[src/rtl/ser_pkg.sv]
// Shared types and helpers for the parallel-to-serial converter.
package ser_pkg;

   // Two-state controller: waiting for a word, or shifting one out.
   typedef enum logic {
      IDLE  = 1'b0,
      SHIFT = 1'b1
   } ser_state_t;

   // Bit-counter width for a given word width; never narrower than one bit
   // so that WIDTH=2 still gets a usable counter.
   function automatic int cnt_width(input int width);
      return (width <= 2) ? 1 : $clog2(width);
   endfunction

endpackage

[src/rtl/par_serializer.sv]
// Parallel-in, serial-out converter with valid/ready intake and
// frame-start/frame-end markers. Back-to-back words stream with no gap.
module par_serializer
   import ser_pkg::*;
#(
   parameter int   WIDTH      = 8,
   parameter bit   LSB_FIRST  = 1'b0,
   parameter logic IDLE_LEVEL = 1'b0
) (
   input  logic             clk,
   input  logic             rst_n,
   input  logic [WIDTH-1:0] par_in,
   input  logic             in_valid,
   output logic             in_ready,
   output logic             serial_out,
   output logic             serial_valid,
   output logic             frame_start,
   output logic             frame_end
);

   localparam int             CNT_W    = cnt_width(WIDTH);
   localparam logic [CNT_W-1:0] CNT_LAST = CNT_W'(WIDTH - 1);

   ser_state_t       state_reg;
   logic [CNT_W-1:0] cnt_reg;
   logic [WIDTH-1:0] shift_reg;
   logic             serial_out_reg;
   logic             serial_valid_reg;
   logic             frame_start_reg;
   logic             frame_end_reg;

   // The shift register holds the bits still waiting to go out, so the first
   // bit of a new word goes straight into the output flop and the remainder
   // is loaded already advanced by one position.
   logic             load_bit;
   logic [WIDTH-1:0] load_rest;
   logic             next_bit;
   logic [WIDTH-1:0] next_rest;
   logic             accept;

   generate
      if (LSB_FIRST) begin : g_lsb_first
         assign load_bit  = par_in[0];
         assign load_rest = {1'b0, par_in[WIDTH-1:1]};
         assign next_bit  = shift_reg[0];
         assign next_rest = {1'b0, shift_reg[WIDTH-1:1]};
      end else begin : g_msb_first
         assign load_bit  = par_in[WIDTH-1];
         assign load_rest = {par_in[WIDTH-2:0], 1'b0};
         assign next_bit  = shift_reg[WIDTH-1];
         assign next_rest = {shift_reg[WIDTH-2:0], 1'b0};
      end
   endgenerate

   // Ready when idle, or during the last bit so the next word follows seamlessly.
   assign in_ready = (state_reg == IDLE) || (cnt_reg == CNT_LAST);
   assign accept   = in_valid && in_ready;

   // Controller, counter, shift register and registered outputs.
   always_ff @(posedge clk or negedge rst_n) begin
      if (!rst_n) begin
         state_reg        <= IDLE;
         cnt_reg          <= '0;
         shift_reg        <= '0;
         serial_out_reg   <= IDLE_LEVEL;
         serial_valid_reg <= 1'b0;
         frame_start_reg  <= 1'b0;
         frame_end_reg    <= 1'b0;
      end else if (accept) begin
         state_reg        <= SHIFT;
         cnt_reg          <= '0;
         shift_reg        <= load_rest;
         serial_out_reg   <= load_bit;
         serial_valid_reg <= 1'b1;
         frame_start_reg  <= 1'b1;
         frame_end_reg    <= 1'b0;
      end else if ((state_reg == SHIFT) && (cnt_reg != CNT_LAST)) begin
         cnt_reg          <= cnt_reg + 1'b1;
         shift_reg        <= next_rest;
         serial_out_reg   <= next_bit;
         serial_valid_reg <= 1'b1;
         frame_start_reg  <= 1'b0;
         frame_end_reg    <= ((cnt_reg + 1'b1) == CNT_LAST);
      end else begin
         state_reg        <= IDLE;
         cnt_reg          <= '0;
         shift_reg        <= '0;
         serial_out_reg   <= IDLE_LEVEL;
         serial_valid_reg <= 1'b0;
         frame_start_reg  <= 1'b0;
         frame_end_reg    <= 1'b0;
      end
   end

   assign serial_out   = serial_out_reg;
   assign serial_valid = serial_valid_reg;
   assign frame_start  = frame_start_reg;
   assign frame_end    = frame_end_reg;

endmodule
[config.mk]
export PLATFORM = sky130hd
export DESIGN_NAME = par_serializer
export DESIGN_NICKNAME = d
export VERILOG_FILES = /design/src/rtl/ser_pkg.sv /design/src/rtl/par_serializer.sv
export SDC_FILE = /design/constraint.sdc
export NUM_CORES = 1
export LEC_CHECK = 0
export CAP_MARGIN = 30
export CORE_AREA = 10 10 47 49
export DETAILED_ROUTE_END_ITERATION = 16
export DIE_AREA = 0 0 57 59
export HOLD_SLACK_MARGIN = 0.15
export PLACE_DENSITY = 0.81
export SYNTH_ARGS = -nofsm -noshare
export SYNTH_HDL_FRONTEND = slang
export SYNTH_SLANG_ARGS = --single-unit
[constraint.sdc]
create_clock -name clk -period 2.81 [get_ports clk]
set_input_delay 0.562 -clock clk [delete_from_list [all_inputs] [get_ports clk]]
set_output_delay 0.562 -clock clk [all_outputs]
set_load 0.01 [all_outputs]
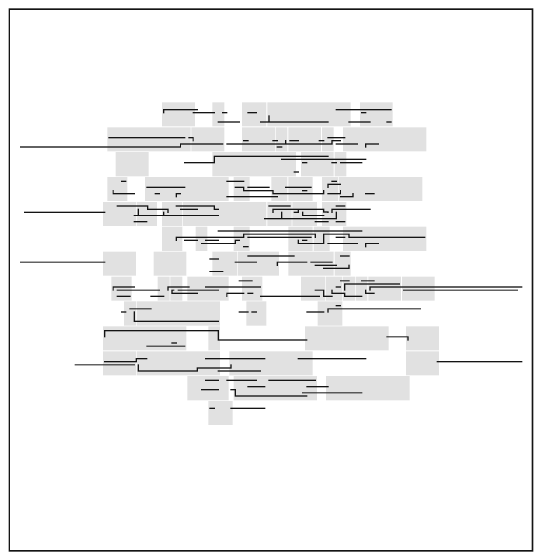
Fig. 1. Signal wires on met1.
Cells faint in the background.
- longest straight run: 17.5 um
- wire length on this layer: 537 um
- main direction: horizontal

==> flow_summary.yaml <==
# yosys + openroad results
power_and_ir_drop:
  pg_seq_uw: 326
  maxPowerGroup: "sequential cells"
  power.density_nw_per_um2: 856
  total_power_uw: 678
  power.internal_uw: 467
  p_comb_uw: 230
  powerClk_uw: 122
  clockPowerShare_pct: 18.0
  swShare_pct: 31.0
  seqPwrFrac_pct: 48.1
  p_comb_share_pct: 34.0
  leakage_uw: 0.000369
  ir_drop_mv: 0.372
  p_sw_uw: 210
final_timing:
  whs_ns: 0.474
  relSlewSlack_pct: 56.3
  rsz0062_at_grt: "no"
  worst_slack_ns: 0.267
  drv_slew: 0
  fin_worst_skew_ns: 0.00134
  fin_crit_sh_pct: 90.5
  max_freq_ghz: 0.393
  hold_viol_final: 0
  worstMarginPinSlew_ns: 0.653
  tns_ns: 0
  setup_viol: 0
finish:
  lay_top_cells: "dfrtp_1, clkdlybuf4s50_1, nand2_1, nand3b_1, o21ai_0"
  area_growth_pct: 27.4
  comb_share_pct: 26.5
  fin_cells: 85
  stdcell_area_sq_um: 792
  largest_reg_flops: 7
  flop_area_sq_um: 375
  multi_input_comb_cells: 33
  post-route-util_pct: 56.5
  area_dominant_class: "flip-flops and latches"
  seq_share_pct: 47.4
  fillCellCount: 130
  drive_gt1_share_pct: 7.25
  n_all_inverters: 2
logic_synthesis:
  syn-cell-area_sq_um: 622
  synth-area-yosys_sq_um: 622
  yosys.area.top_type: "dfrtp_1"
  topCombFamilyByArea: "simple AND/OR/NAND/NOR gates"
  synth-main-ff-cell: "dfrtp_1"
  synthArstFlopShare_pct: 100
  common_cells: "dfrtp_1, nand2_1, nand3b_1, o21ai_0, ha_1"
  synthTopCellsByArea: "dfrtp_1, nand3b_1, ha_1"
  simple_gate_area_share_pct: 22.1
  edf_count: 0
  ys_types: 14
  synth-xor-area-share_pct: 0
  floorplan.nets: 67
  synth-seq-area-share_pct: 60.4
  yosys.area.top_type_share_pct: 60.4
  ys_cells: 53
  yosysWarningCount: 0
  syn_avg_cell_area_sq_um: 11.7
  synth.most_common_cell: "dfrtp_1"
  synthMuxAreaShare_pct: 0
  syn_inst: 53
placed_design:
  port_buffers: 15
  gp_congestion: 0.699
  dp.cells: 81
  dpl_cell_area_sq_um: 766
grt:
  met1_usage_pct: 8.29
  grtUsageMet2_pct: 10.5
  grt.total_usage_pct: 7.37
  grt-ovfl-total: 0
  grt_max_degree: 16
  grt_pass1_wl_um: 1890
route:
  vias: 403
  final_antenna_net_count: 0
  met2_length_um: 518
  drt-pass1-iter-count: 4
  first_iter_violations: 7
  drt-wirelength-per-cell_um: 13.6
  vias_per_cell: 4.74
  drt-total-wl_um: 1160
  drt-met1-wl_um: 537
  drc: 0
hold_path:
  hp-start: "cnt_reg[0]"
  hold_path_depth: 1
  hp-class: "reg2reg"
  hold-path-endpoint: "cnt_reg[0]"
critical_path:
  path_max_fanout: 10
  cpMostUsedCell: "ha_1"
  rrSetupSlack_ns: 1.32
  crit_required_ns: 2.25
  cp_num_cells: 5
  r2r-start: "cnt_reg[0]"
  worstPathCellList: "ha_1 > ha_1 > nor2b_4 > inv_4 > clkdlybuf4s50_1"
  crit_slowest_cell: "clkdlybuf4s50_1"
  endpoint: "in_ready"
  ff2ff_path_depth: 5
  startpoint: "cnt_reg[0]"
  path_class: "reg2out"
  cp_num_buf_inv: 2
  r2r_end: "shift_reg[1]"
  start_kind: "flip-flop"
floorplanning:
  die_x_um: 57
  die_area_sq_um: 3360
  pin_count: 16
  die_h_um: 59
  taps: 16
  num_rows: 14
clock_network:
  clk_pin_slew_ns: 0.08
  clk_path_buf_depth: 2
  cts_sinks: 15
  clkLatencyLatePin_ns: 0.28
  cts_inserted_buffers: 3
  postCtsHoldBufs: 0
  cts_root_buf: "clkbuf_4"
  cts_resized: 0
  cts_tree: "yes"
status:
  status: "finished clean"
flow_run:
  tool_warnings: 27
  max_cap_violations: 0
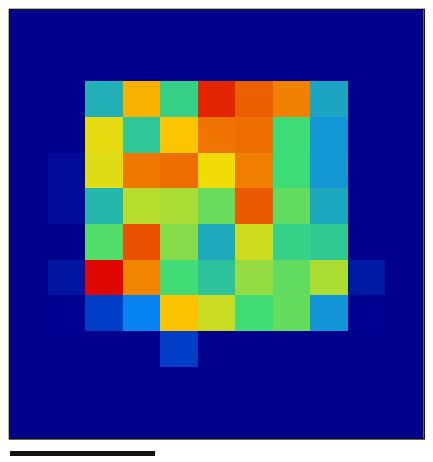
Fig. 2. Local utilization.
Bar = 20 um. 11 x 12 tiles, from dark blue (low) to red (high), 0 to 100% covered.
- mean over tiles: 23%
- fullest tile: 99%
- emptiest ninth of the die: south-west

